==> images/class_map.png <==
The bar under the picture is 20 um long. Fill, decap, tap and diode cells in gray.
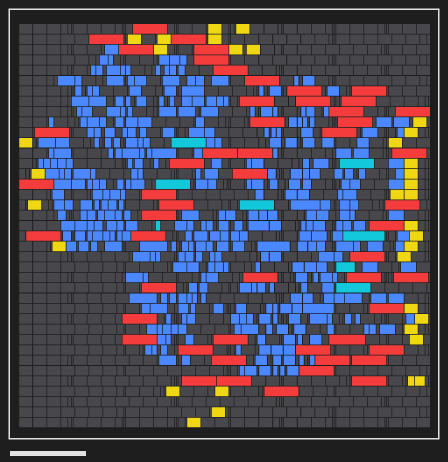
==> images/congestion_map.png <==
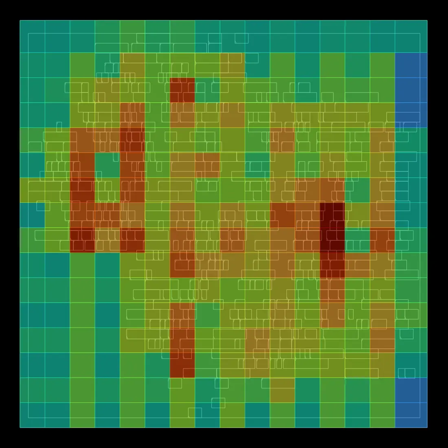
==> images/m1.png <==
Supply wires on this layer in gray.
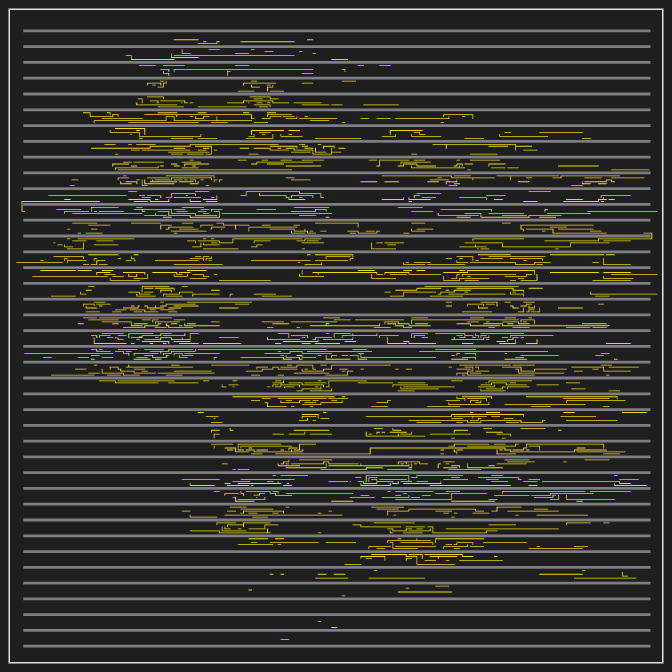
==> images/util_map.png <==
11 x 11 tiles, from white (low) to dark blue (high), 0 to 100% covered.
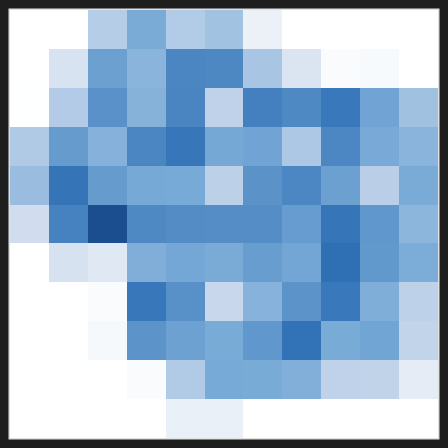
===== src/rtl/phase_ref_sequencer_pkg.sv =====
// Shared types, the staircase table and index/clip helpers for the phase sequencer.
package phase_ref_sequencer_pkg;

  localparam int unsigned LVL_W   = 3;
  localparam int unsigned N_STEPS = 12;
  localparam int unsigned IDX_W   = 4;
  localparam int unsigned OFS_1   = 4;
  localparam int unsigned OFS_2   = 8;

  typedef enum logic [1:0] {IDLE, RUN, DRAIN} state_t;

  typedef logic signed [LVL_W-1:0] level_t;

  // One electrical period of the staircase sine, phase A at idx.
  localparam level_t BASE_T [N_STEPS] = '{
    3'sd0,  3'sd2,  3'sd3,  3'sd3,  3'sd3,  3'sd2,
    3'sd0, -3'sd2, -3'sd3, -3'sd3, -3'sd3, -3'sd2
  };

  // (i + ofs) mod N_STEPS for in-range operands.
  function automatic logic [IDX_W-1:0] idx_add(logic [IDX_W-1:0] i, logic [IDX_W-1:0] ofs);
    logic [IDX_W:0] s;
    s = {1'b0, i} + {1'b0, ofs};
    if (s >= (IDX_W+1)'(N_STEPS)) s = s - (IDX_W+1)'(N_STEPS);
    return s[IDX_W-1:0];
  endfunction

  // sign(x) * min(|x|, a); symmetric, so -4 can never appear.
  function automatic level_t clip_level(level_t x, logic [1:0] a);
    level_t lim;
    lim = $signed({1'b0, a});
    if (x > lim) return lim;
    if (x < -lim) return -lim;
    return x;
  endfunction

endpackage


===== src/rtl/phase_ref_sequencer_step_prescaler.sv =====
// Clocks-per-step divider: counts 0..period-1 while enabled and flags the last count.
module phase_ref_sequencer_step_prescaler #(
  parameter int unsigned DIV_W = 16
) (
  input  logic             clk,
  input  logic             rst_n,
  input  logic             clr,
  input  logic             en,
  input  logic [DIV_W-1:0] period,
  output logic             tick_c
);

  logic [DIV_W-1:0] cnt;

  // period is never 0 here; the top substitutes 1 before latching.
  assign tick_c = en && (cnt == period - DIV_W'(1));

  // Counter clears on load and on each tick.
  always_ff @(posedge clk or negedge rst_n) begin
    if (!rst_n)              cnt <= '0;
    else if (clr || tick_c)  cnt <= '0;
    else if (en)             cnt <= cnt + DIV_W'(1);
  end

endmodule


===== src/rtl/phase_ref_sequencer.sv =====
// Three-phase staircase sine sequencer with rate, direction, clip and drain-to-zero stop.
module phase_ref_sequencer
  import phase_ref_sequencer_pkg::*;
#(
  parameter int unsigned DIV_W = 16,
  parameter int unsigned STEPS = 12
) (
  input  logic             clk,
  input  logic             rst,
  input  logic             run,
  input  logic             dir,
  input  logic [DIV_W-1:0] div,
  input  logic [1:0]       amp,
  output logic [2:0]       PhA,
  output logic [2:0]       PhB,
  output logic [2:0]       PhC,
  output logic             busy,
  output logic             step_stb,
  output logic             per_stb
);

  state_t           state_q, state_n;
  logic [IDX_W-1:0] idx_q, idx_n;
  logic [DIV_W-1:0] div_q, div_n;
  logic [1:0]       amp_q, amp_n;
  logic             dir_q, dir_n;
  logic             clr_c, en_c, tick_c;
  logic             busy_n, step_n, per_n;
  level_t           pha_n, phb_n, phc_n;
  logic [IDX_W-1:0] ofs_b, ofs_c;

  phase_ref_sequencer_step_prescaler #(.DIV_W(DIV_W)) u_presc (
    .clk    (clk),
    .rst_n  (rst),
    .clr    (clr_c),
    .en     (en_c),
    .period (div_q),
    .tick_c (tick_c)
  );

  // Next state, latched settings and next output values.
  always_comb begin
    state_n = state_q;
    idx_n   = idx_q;
    div_n   = div_q;
    amp_n   = amp_q;
    dir_n   = dir_q;
    clr_c   = 1'b0;
    en_c    = 1'b0;
    step_n  = 1'b0;
    per_n   = 1'b0;
    pha_n   = '0;
    phb_n   = '0;
    phc_n   = '0;
    ofs_b   = '0;
    ofs_c   = '0;

    case (state_q)
      IDLE: begin
        if (run) begin
          state_n = RUN;
          idx_n   = '0;
          clr_c   = 1'b1;
          div_n   = (div == '0) ? DIV_W'(1) : div;
          amp_n   = amp;
          dir_n   = dir;
        end
      end
      RUN, DRAIN: begin
        en_c = 1'b1;
        if (tick_c) begin
          step_n = 1'b1;
          amp_n  = amp;
          if (idx_q == IDX_W'(STEPS - 1)) begin
            // Rate and direction only change on a period boundary.
            idx_n = '0;
            per_n = 1'b1;
            div_n = (div == '0) ? DIV_W'(1) : div;
            dir_n = dir;
          end else begin
            idx_n = idx_q + IDX_W'(1);
          end
        end
        if (run)
          state_n = RUN;
        else if (state_q == RUN)
          state_n = DRAIN;
        else if (tick_c && (idx_n == '0 || idx_n == IDX_W'(STEPS / 2)))
          state_n = IDLE;
      end
      default: state_n = IDLE;
    endcase

    busy_n = (state_n != IDLE);
    ofs_b  = dir_n ? IDX_W'(OFS_1) : IDX_W'(OFS_2);
    ofs_c  = dir_n ? IDX_W'(OFS_2) : IDX_W'(OFS_1);
    if (busy_n) begin
      pha_n = clip_level(BASE_T[idx_n], amp_n);
      phb_n = clip_level(BASE_T[idx_add(idx_n, ofs_b)], amp_n);
      phc_n = clip_level(BASE_T[idx_add(idx_n, ofs_c)], amp_n);
    end
  end

  // State, settings and registered outputs.
  always_ff @(posedge clk or negedge rst) begin
    if (!rst) begin
      state_q  <= IDLE;
      idx_q    <= '0;
      div_q    <= DIV_W'(1);
      amp_q    <= '0;
      dir_q    <= 1'b0;
      PhA      <= '0;
      PhB      <= '0;
      PhC      <= '0;
      busy     <= 1'b0;
      step_stb <= 1'b0;
      per_stb  <= 1'b0;
    end else begin
      state_q  <= state_n;
      idx_q    <= idx_n;
      div_q    <= div_n;
      amp_q    <= amp_n;
      dir_q    <= dir_n;
      PhA      <= pha_n;
      PhB      <= phb_n;
      PhC      <= phc_n;
      busy     <= busy_n;
      step_stb <= step_n;
      per_stb  <= per_n;
    end
  end

endmodule

===== config.mk =====
export PLATFORM = sky130hd
export DESIGN_NAME = phase_ref_sequencer
export DESIGN_NICKNAME = d
export VERILOG_FILES = /design/src/rtl/phase_ref_sequencer_pkg.sv /design/src/rtl/phase_ref_sequencer_step_prescaler.sv /design/src/rtl/phase_ref_sequencer.sv
export SDC_FILE = /design/constraint.sdc
export NUM_CORES = 1
export LEC_CHECK = 0
export CORE_MARGIN = 2
export CORE_UTILIZATION = 35
export DETAILED_ROUTE_END_ITERATION = 10
export REMOVE_ABC_BUFFERS = 1
export SLEW_MARGIN = 20
export SYNTH_ARGS = -nofsm -noshare
export SYNTH_HDL_FRONTEND = slang
export SYNTH_SLANG_ARGS = --single-unit

===== constraint.sdc =====
create_clock -name clk -period 8.2 [get_ports clk]
set_input_delay 1.64 -clock clk [delete_from_list [all_inputs] [get_ports clk]]
set_output_delay 1.64 -clock clk [all_outputs]
set_load 0.01 [all_outputs]

==> results.py <==
# Synthesis and PnR figures
metrics = {
    "status": {
        "status": "finished clean",
    },
    "min_path": {
        "holdPathEnd": "div_q[0]$_DFFE_PN1P_",
        "hp-class": "reg -> reg",
        "hold_start": "div_q[0]$_DFFE_PN1P_",
    },
    "power_and_ir_drop": {
        "pwr-share-clk_pct": 12.1,
        "pg_comb_w": 0.00136,
        "combinationalPowerShare_pct": 65.9,
        "pg_clk_w": 0.000249,
        "intPower_w": 0.00111,
        "ir_worst_vdd_uv": 312,
        "total_power_w": 0.00206,
        "seq_power_w": 0.000454,
        "switchingPower_w": 0.000948,
        "power.largest_group": "combinational cells",
        "p_per_area_mw_per_mm2": 438,
        "switching_share_pct": 46.0,
    },
    "worst_setup_path": {
        "worstPathMaxFanout": 17,
        "rrSetupSlack_ps": 1390,
        "cpMaxStageDelayCell": "ha_1",
        "cpMostUsedCell": "ha_1",
        "reg2reg_depth": 22,
        "cp-end-kind": "flip-flop",
        "path_buffers": 2,
        "required_ps": 8420,
        "max_stage_delay_ps": 670,
        "start_kind": "flip-flop",
        "r2r-start": "div_q[1]$_DFFE_PN0P_",
        "rr_endpoint": "PhC[0]$_DFF_PN0_",
    },
    "synth": {
        "flop_cell": "dfrtp_1",
        "syn_inst": 453,
        "topCellsByArea": "dfrtp_1 (32%), ha_1 (6.7%), mux2_2 (3.8%), xnor2_1 (3.8%), xor2_1 (3.2%)",
        "yosysWarnings": 0,
        "edf_count": 0,
        "synth.distinct_cells": 78,
        "yosysTopAreaCellShare_pct": 31.6,
        "synth_area_mm2": 0.00411,
        "ys_async_sr_fraction_pct": 100,
        "avgSynthCellArea_um2": 9.08,
        "ys_chip_area_mm2": 0.00411,
        "numSynthFlops": 53,
        "ys_cells": 453,
        "ys_seq_share_pct": 32.3,
    },
    "clock_network": {
        "htree_levels": 2,
        "cts.repair.resized": 0,
        "cts_setup_buffers": 0,
        "insertion_delay_ps": 300,
        "cts.sinks": 53,
        "postCtsHoldBufs": 0,
        "cts_buffers": 5,
        "cts_tree": "done",
    },
    "flow_run": {
        "maxCapViolations": 0,
        "warnings": 27,
    },
    "finish": {
        "reg.largest.list": "div_q: 16 flops, u_presc.cnt: 16 flops, idx_q: 4 flops",
        "drive_gt1_share_pct": 9.21,
        "num-nets-final": 523,
        "regArea_mm2": 0.00133,
        "antenna_cells_inserted": 0,
        "area_growth_pct": 14.3,
        "logic_area_mm2": 0.00259,
        "fill_cells": 1134,
    },
    "routing": {
        "antenna_left": 0,
        "route.detailed.drc": 0,
        "avgViaCountPerCell": 5.68,
        "drtIter0Drc": 226,
        "first_pass_iters": 4,
    },
    "final_timing": {
        "slew_headroom_pct": 41.7,
        "worst_slew_pin_slew_ps": 873,
        "drv_slew": 0,
        "finalSetupViolCount": 0,
        "period_used_pct": 83.1,
        "fin_tns_setup_ps": 0,
        "rsz0062_at_grt": "false",
        "fin_crit_ps": 6810,
    },
    "placed_design": {
        "gp_congestion": 0.886,
        "hpwlAfterDp_mm": 7.39,
        "numPortBuffers": 33,
    },
    "floorplanning": {
        "die_y_um": 112,
        "pin_count": 34,
        "dieArea_mm2": 0.0126,
    },
    "global_route": {
        "grt_antenna_before_repair": 0,
        "grt-ovfl-total": 0,
        "grt_pass1_vias": 3393,
        "grt_max_degree": 54,
    },
}
About class_map.png:
legend:
  remaining logic cells:
    color: blue
    cells: 383
    share_of_their_area: 59%
  clock drivers and dummy loads:
    color: cyan
    cells: 8
    share_of_their_area: 3.8%
  sequential cells:
    color: red
    cells: 53
    share_of_their_area: 29%
  remaining buffers and delay cells:
    color: yellow
    cells: 34
    share_of_their_area: 7.4%
FP Rows: 39
core area: 0.0115 mm^2

About congestion_map.png:
drt wl/cell: 15.9 um
GRT met1 Usage: 21.4%
met2 usage: 28.4%
Core Util, Final: 41.0%
Global Route Usage Sum: 16.3%

About m1.png:
main direction: horizontal
longest straight run: 29.9 um
wire length on this layer: 4,420 um
nets with wire on the layer: 481
via count: 3,526
Routed WL: 9.84 mm

About util_map.png:
tiles over 75% full: 0.80%
fullest tile: 88%
emptiest ninth of the die: bottom left
Pre-Place Util: 35.9%

## cells by family after synthesis
group | count (synthesis) | share of synthesized area, %
simple gates | 163 | 22.6
xor+xnor | 34 | 7.58
mux | 19 | 5.05
compound gates | 116 | 20.0
buf+inv | 44 | 4.78
fa+ha+maj | 24 | 7.67
flops | 53 | 32.3
## how the worst max path moves through the flow
stage / startpoint / to / slack, ps / depth (start not counted)
6_report: div_q[1]$_DFFE_PN0P_ / PhC[0]$_DFF_PN0_ / 1390 / 22
5_1_grt: div_q[1]$_DFFE_PN0P_ / PhB[1]$_DFF_PN0_ / 620 / 28
4_1_cts: div_q[1]$_DFFE_PN0P_ / PhC[0]$_DFF_PN0_ / 1410 / 21
3_5_place_dp: div_q[1]$_DFFE_PN0P_ / PhC[0]$_DFF_PN0_ / 1490 / 21
3_3_place_gp: div_q[1]$_DFFE_PN0P_ / PhC[1]$_DFF_PN0_ / 1690 / 24
2_1_floorplan: div_q[1]$_DFFE_PN0P_ / PhC[1]$_DFF_PN0_ / 2320 / 25
## layout by cell type (no fill, tap or decap), types with 7 or more instances in the layout
master / netlist / layout
nand3_1: 9 / 9
nand2_1: 33 / 33
clkdlybuf4s50_1: 0 / 32
nor3_1: 15 / 15
o21ai_0: 21 / 21
a21o_1: 7 / 7
xnor2_1: 18 / 18
a211oi_1: 7 / 7
nor2_1: 30 / 30
a21oi_1: 23 / 23
dfrtp_1: 52 / 52
nand4_1: 11 / 11
mux2_2: 14 / 14
and2_1: 7 / 7
inv_1: 25 / 25
xor2_1: 15 / 15
nor2b_1: 8 / 8
nor4_1: 9 / 9
ha_1: 22 / 22
o21a_1: 7 / 7
## stage by stage
stage	instances	setup WS, ps	area (um^2)	hold slack (ps)	util (%)
after floorplan	436	2320	4020	493	-
after global placement	613	1690	4530	527	39.5
after detailed placement	613	1490	4530	538	39.5
after CTS	621	1410	4700	557	41.0
after global routing	621	618	4700	591	41.0
final	621	1390	4700	556	41.0
## layer usage
layer  track usage, %  routed length [um]
met5                0                   0
met4             3.74                 112
met3             2.75                 414
met2             28.4                4900
met1             21.4                4420
## cell type report
class                           count  area share (%)
Tap cell                          143            3.81
Sequential cell                    53            28.2
Inverter                           27            2.16
Clock inverter                      1           0.639
Clock buffer                        7            3.03
Timing Repair Buffer               34            7.08
Multi-Input combinational cell    356            55.1
## synth_stat cells (3+ instances only)
cell / n
dfrtp_1: 52
nand2_1: 33
nor2_1: 30
inv_1: 25
a21oi_1: 23
ha_1: 22
o21ai_0: 21
xnor2_1: 18
nor3_1: 15
xor2_1: 15
mux2_2: 14
nand4_1: 11
nand3_1: 9
nor4_1: 9
clkbuf_1: 8
nor2b_1: 8
a211oi_1: 7
a21o_1: 7
and2_1: 7
o21a_1: 7
and3_1: 6
o211ai_1: 6
mux2i_1: 5
o2111ai_1: 5
or4_1: 5
a31oi_1: 4
buf_2: 4
a22o_1: 3
a41oi_1: 3
buf_4: 3
or2_2: 3
## worst min-delay path, stage by stage (launching register included)
cell and delay [ps]:
dfstp_2 400, nor2_1 100, a21oi_1 50
Power figures rest on the tool's default switching activity, not on a simulated workload.
